==> config.mk <==
export PLATFORM = sky130hd
export DESIGN_NAME = multiplier_arbiter_flat
export DESIGN_NICKNAME = d
export VERILOG_FILES = /design/src/rtl/multiplier_arbiter_if.sv /design/src/rtl/multiplier_arbiter.sv /design/src/flat_wrapper.sv
export SDC_FILE = /design/constraint.sdc
export NUM_CORES = 1
export LEC_CHECK = 0
export ABC_AREA = 1
export CORE_MARGIN = 8
export CORE_UTILIZATION = 47
export DETAILED_ROUTE_END_ITERATION = 10
export GPL_ROUTABILITY_DRIVEN = 0
export GPL_TIMING_DRIVEN = 0
export MAX_ROUTING_LAYER = met4
export PLACE_DENSITY = 0.83
export SLEW_MARGIN = 10
export SYNTH_ARGS = -nofsm -noshare
export SYNTH_HDL_FRONTEND = slang
export SYNTH_SLANG_ARGS = --single-unit
==> constraint.sdc <==
create_clock -name clock -period 5.68 [get_ports clock]
set_input_delay 0.852 -clock clock [delete_from_list [all_inputs] [get_ports clock]]
set_output_delay 0.852 -clock clock [all_outputs]
set_load 0.02 [all_outputs]
Run 1, M3 wires:
The bar under the picture is 20 µm long.
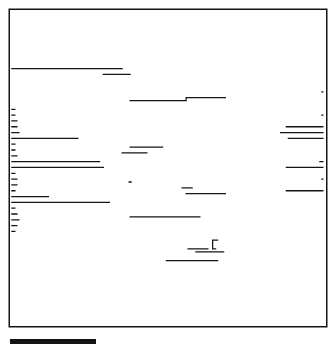
longest straight run: 25.8 µm
wire length on this layer: 273 µm
nets with wire on the layer: 39
share of all routed wire: 6.8%
main direction: horizontal
Routed WL: 4000 µm
via count: 1,497

Run 1, logic cells by family:
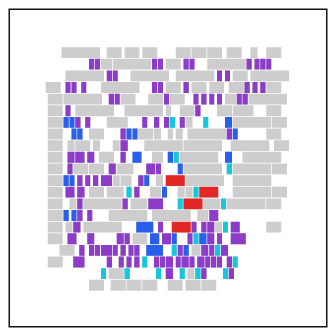
[inverters] cyan | cells: 20
[NAND gates] purple | cells: 111
[adder and majority cells] red | cells: 4 | where: middle
[NOR gates] blue | cells: 24
combinational share of cell area: 0.312
Commonest Layout Cell: nand2_1
Non-Filler Instances: 324

Run 1, track usage over the die:
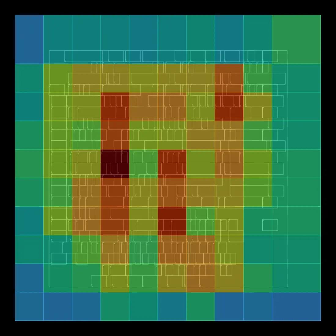
gr busiest metal: met2
drt wl/cell: 12.3 µm
met3 global-route usage: 0.0600
met2 GRT Util: 0.247
Core Util, Final: 0.702

==> run summary, run 1 <==
run results: cell total after placement 316, CP Class input port to flip-flop, final setup fails 0, measured slew at the worst slew-check pin just over 0.6 ns, CTS tree built, Syn Area/Cell roughly 7.5 µm², WP buf/inv 3, worst-case reg-to-reg path depth 14, Clock Latency Late Sink approximately 0.33 ns, Core ar. 3280 µm², Row Count 21, cycle use final 0.410, sequential share of cell area 0.315, crit-path max FO 10, largest net degree at the start of global routing 30, vias per std cell between 4 and 5, RSZ-0062 raised after global routing false, CTS buffer count 5, Worst EP required about 6 ns, Clock Path Buffers 2, max-slew violations 0, Top non-seq family simple AND/OR/NAND/NOR gates, Setup WS pre-CTS a little under 3 ns, Final Skew slightly above 0.01 ns, die width between 70 and 80 µm, XOR Share, Synth 0, worst hold path cell count 1, area delta synth->final 46.6%, AND/OR/NAND/NOR Cells, Area Fraction 0.376, antenna violations before repair 0, Total Power 1.30 mW, Largest register FFs 8, DR iter-0 viols 108, Net Count, Synth around 250, hold buffer count at CTS 0, Power Dens Cells 564 nW/µm², Post-synth regs 29, CP top delay family simple AND/OR/NAND/NOR gates, Mux area share 0, Hold WS 0.452 ns, Mapped Area between 1500 and 2000 µm², die y size around 74 µm, first-pass GRT wire length roughly 6500 µm, tool warnings 29, sequence of cells on the critical path clkdlybuf4s50_1 > inv_2 > o21ai_1 > nand2_2 > nand3_1 > nand2_1 > nor2_4 > buf_6 > nand3b_1 > nand3_1 > nand2_1, IO Port Bufs just over 60, YS warnings 0, layout cell share with drive strength beyond 1 0.101, # DRC 0, yosys stat cell total around 210, flip-flops 29, post-CTS setup buffers 0, fp util 0.479, CTS H-tree lvls 2, CP peak stage delay about 0.49 ns, Fillers approximately 290, GRT overflow 0, detailed placement HPWL between 3000 and 4000 µm, number of diodes 0, ClkCell Share 0.0304, Syn Inst Count approximately 210, Root Buffer clkbuf_4, fmax ~430 MHz, Reg area 726 µm², DP Area around 2200 µm², vias in the first global route around 1,400, register-to-register setup slack between 3 and 4 ns, num tapcells between 40 and 50, Non-clock buffers, area share 0.285, Critical Path Stages 11, count of non-CTS buffers in the layout between 60 and 70, die area 5460 µm², max cap viols 0, Worst path slowest cell clkdlybuf4s50_1, Synth Seq Share 0.461, Complex Gates by Area 0.0501, Final Net Count 319, GRT Total Usage 0.161, Critical Path AT 2.55 ns, multi-input gates between 150 and 200, IO Count 62, headroom to the max-slew limit 0.598, cts repair resizes 0, worst min path class flip-flop to flip-flop, LEAKAGE 1.17 nW, Startpoint Class input port, clk sinks 29, Hold Vio Cnt, Final 0, clock buffer count in the final layout 7, setup TNS 0 ns, Leading cell kind sequential cells, maximum vdd ir drop 0.000263 V, Cell Type Count 21, comb. cell area 721 µm², Top Layout Cells 83 x nand2_1, 60 x clkdlybuf4s50_1, 29 x dfrtp_1, yosys adder share 0.0318, status finished clean, Routed Antenna Nets 0, Non-CTS inverters 20, clock transition at the registers of the reported paths 0.09 ns, worst setup slack after layout 3.35 ns, drt pass-1 iters 4, endpoint class of the critical path flip-flop, final non-filler cell area approximately 2300 µm², Tmin final approximately 2.3 ns, chip area estimate from yosys synthesis ~1600 µm²
## run 1: synthesized netlist by cell type (all sizes together)
cell	n	share of area
nand2	89	0.22
dfrtp	29	0.46
nor2	21	0.063
inv	20	0.048
nand3	18	0.064
o21ai	11	0.035
buf	4	0.029
ha	4	0.032
nand3b	3	0.014
nor3	3	0.0095
a21oi	2	0.0064
clkbuf	2	0.0048
a31oi	1	0.0040
nand4	1	0.0040
o21bai	1	0.0048
## run 1: per-layer routing
metal  vias up  routed length (µm)  GRT usage
li1        787                   -          -
met1       654                1660      0.186
met2        49                2010      0.247
met3         7                 273     0.0600
met4         0                  53     0.0599
met5         -                   0          -
## run 1: power breakdown
part	leakage, nW	switching, mW	internal (mW)
clock network	0.0413	0.0715	0.0716
registers	0.365	0.0472	0.296
logic	0.762	0.475	0.339
total	1.17	0.594	0.707
==> run 2, diff against run 1 <==
--- a/config.mk
+++ b/config.mk
@@ -7,12 +7,12 @@
 export LEC_CHECK = 0
 export ABC_AREA = 1
 export CORE_MARGIN = 8
-export CORE_UTILIZATION = 47
+export CORE_UTILIZATION = 43
 export DETAILED_ROUTE_END_ITERATION = 10
 export GPL_ROUTABILITY_DRIVEN = 0
 export GPL_TIMING_DRIVEN = 0
 export MAX_ROUTING_LAYER = met4
-export PLACE_DENSITY = 0.83
+export PLACE_DENSITY = 0.76
 export SLEW_MARGIN = 10
 export SYNTH_ARGS = -nofsm -noshare
 export SYNTH_HDL_FRONTEND = slang
==> constraint.sdc (replaced) <==
create_clock -name clock -period 2.2 [get_ports clock]
set_input_delay 0.33 -clock clock [delete_from_list [all_inputs] [get_ports clock]]
set_output_delay 0.33 -clock clock [all_outputs]
set_load 0.02 [all_outputs]
==> run summary, run 2 <==
run results: flip-flops 29, yosys stat cell total approximately 210, clock buffer count in the final layout 7, drt pass-1 iters 4, Non-CTS inverters 20, headroom to the max-slew limit 0.589, EDFF count, synth 0, CTS H-tree lvls 2, CTS buffer count 5, gr busiest metal met2, AND/OR/NAND/NOR Cells, Area Fraction 0.376, Sw Ratio 0.455, DP Area around 2200 µm², # DRC 0, GRT overflow 0, Root Buffer clkbuf_4, Leading cell kind logic gates, YS warnings 0, cts repair resizes 0, Main synth FF type dfrtp_1, IO Port Bufs between 60 and 70, cycle use final 0.919, detailed placement HPWL 3150 µm, endpoint class of the critical path flip-flop, Final Skew ~0.0056 ns, Metal-1 WL around 1800 µm, XOR Share, Synth 0, setup TNS 0 ns, antenna violations before repair 0, Clk network pwr share 0.092, max cap viols 0, post-CTS setup buffers 0, fp util 0.440, Worst path slowest cell dfrtp_1, Startpoint Class flip-flop, Fillers between 300 and 400, maximum vdd ir drop ~0.00071 V, Routed Antenna Nets 0, Non-Filler Instances between 300 and 400, top cells, area dfrtp_1 46%, nand2_1 20%, nand3_1 5.1%, inv_1 4.1%, nor2_1 4.1%, worst setup slack after layout between 0.15 and 0.2 ns, Clock Latency Late Sink approximately 0.31 ns, DR iter-0 viols roughly 110, CP Class flip-flop to flip-flop, status finished clean, Tmin final roughly 2 ns, Commonest cells post-synth 83 x nand2_1, 29 x dfrtp_1, 17 x inv_1, 17 x nor2_1, 16 x nand3_1, Setup WS pre-CTS between 0.03 and 0.04 ns, Critical Path Stages 14, Commonest Layout Cell nand2_1, worst-case reg-to-reg path depth 14, Post-synth regs 29, Hold Vio Cnt, Final 0, Synth Seq Share 0.461, Core ar. 3580 µm², count of non-CTS buffers in the layout 72, Seq pwr share 0.260, yosys adder share 0.0318, Gate power share 0.648, ClkCell Share 0.0235, num tapcells approximately 48, crit-path max FO 10
run 2: cell counts after synthesis:
Identical to the previous run, type by type.
run 2: kinds of logic (layout without fill, tap and decap cells):
kind of cell               Yosys count  count (layout)
DFF                                 29              29
and+or+nand+nor                    135             135
AOI/OAI and AO/OA                   15              15
buffers and inverters               26              99
adders and majority gates            4               4
run 2: power by group through the flow:
| stage | Combinational (mW) | Sequential [mW] | Clock, mW |
|---|---|---|---|
| floorplan | 1.15 | 1.12 | 0 |
| global placement | 2.09 | 0.886 | 0 |
| detailed placement | 2.12 | 0.892 | 0 |
| CTS | 2.13 | 0.886 | 0.319 |
| global route | 2.43 | 0.912 | 0.352 |
| finish | 2.20 | 0.883 | 0.311 |
Run 2, track usage over the die:
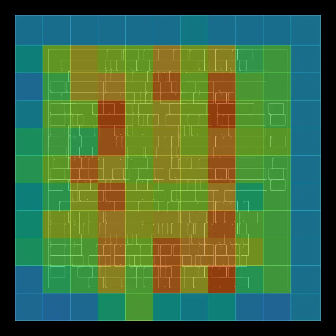
drt wl/cell: 12.2 µm
met3 global-route usage: 0.0483
Core Util, Final: 0.654
GRT Total Usage: 0.144
met2 GRT Util: 0.237

Run 2, M2 wires:
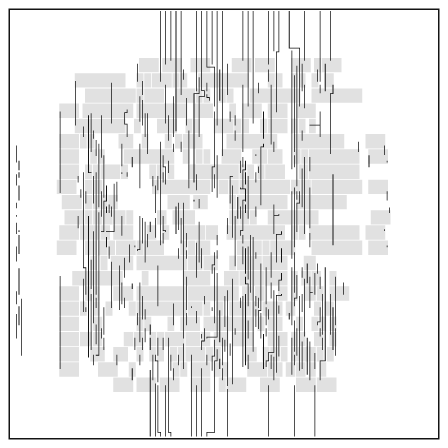
nets with wire on the layer: 245
wire length on this layer: 1,940 µm
share of all routed wire: 48%
longest straight run: 25.8 µm
Routed WL: 4040 µm
via count: 1,522

Power and IR drop assume default switching activity.
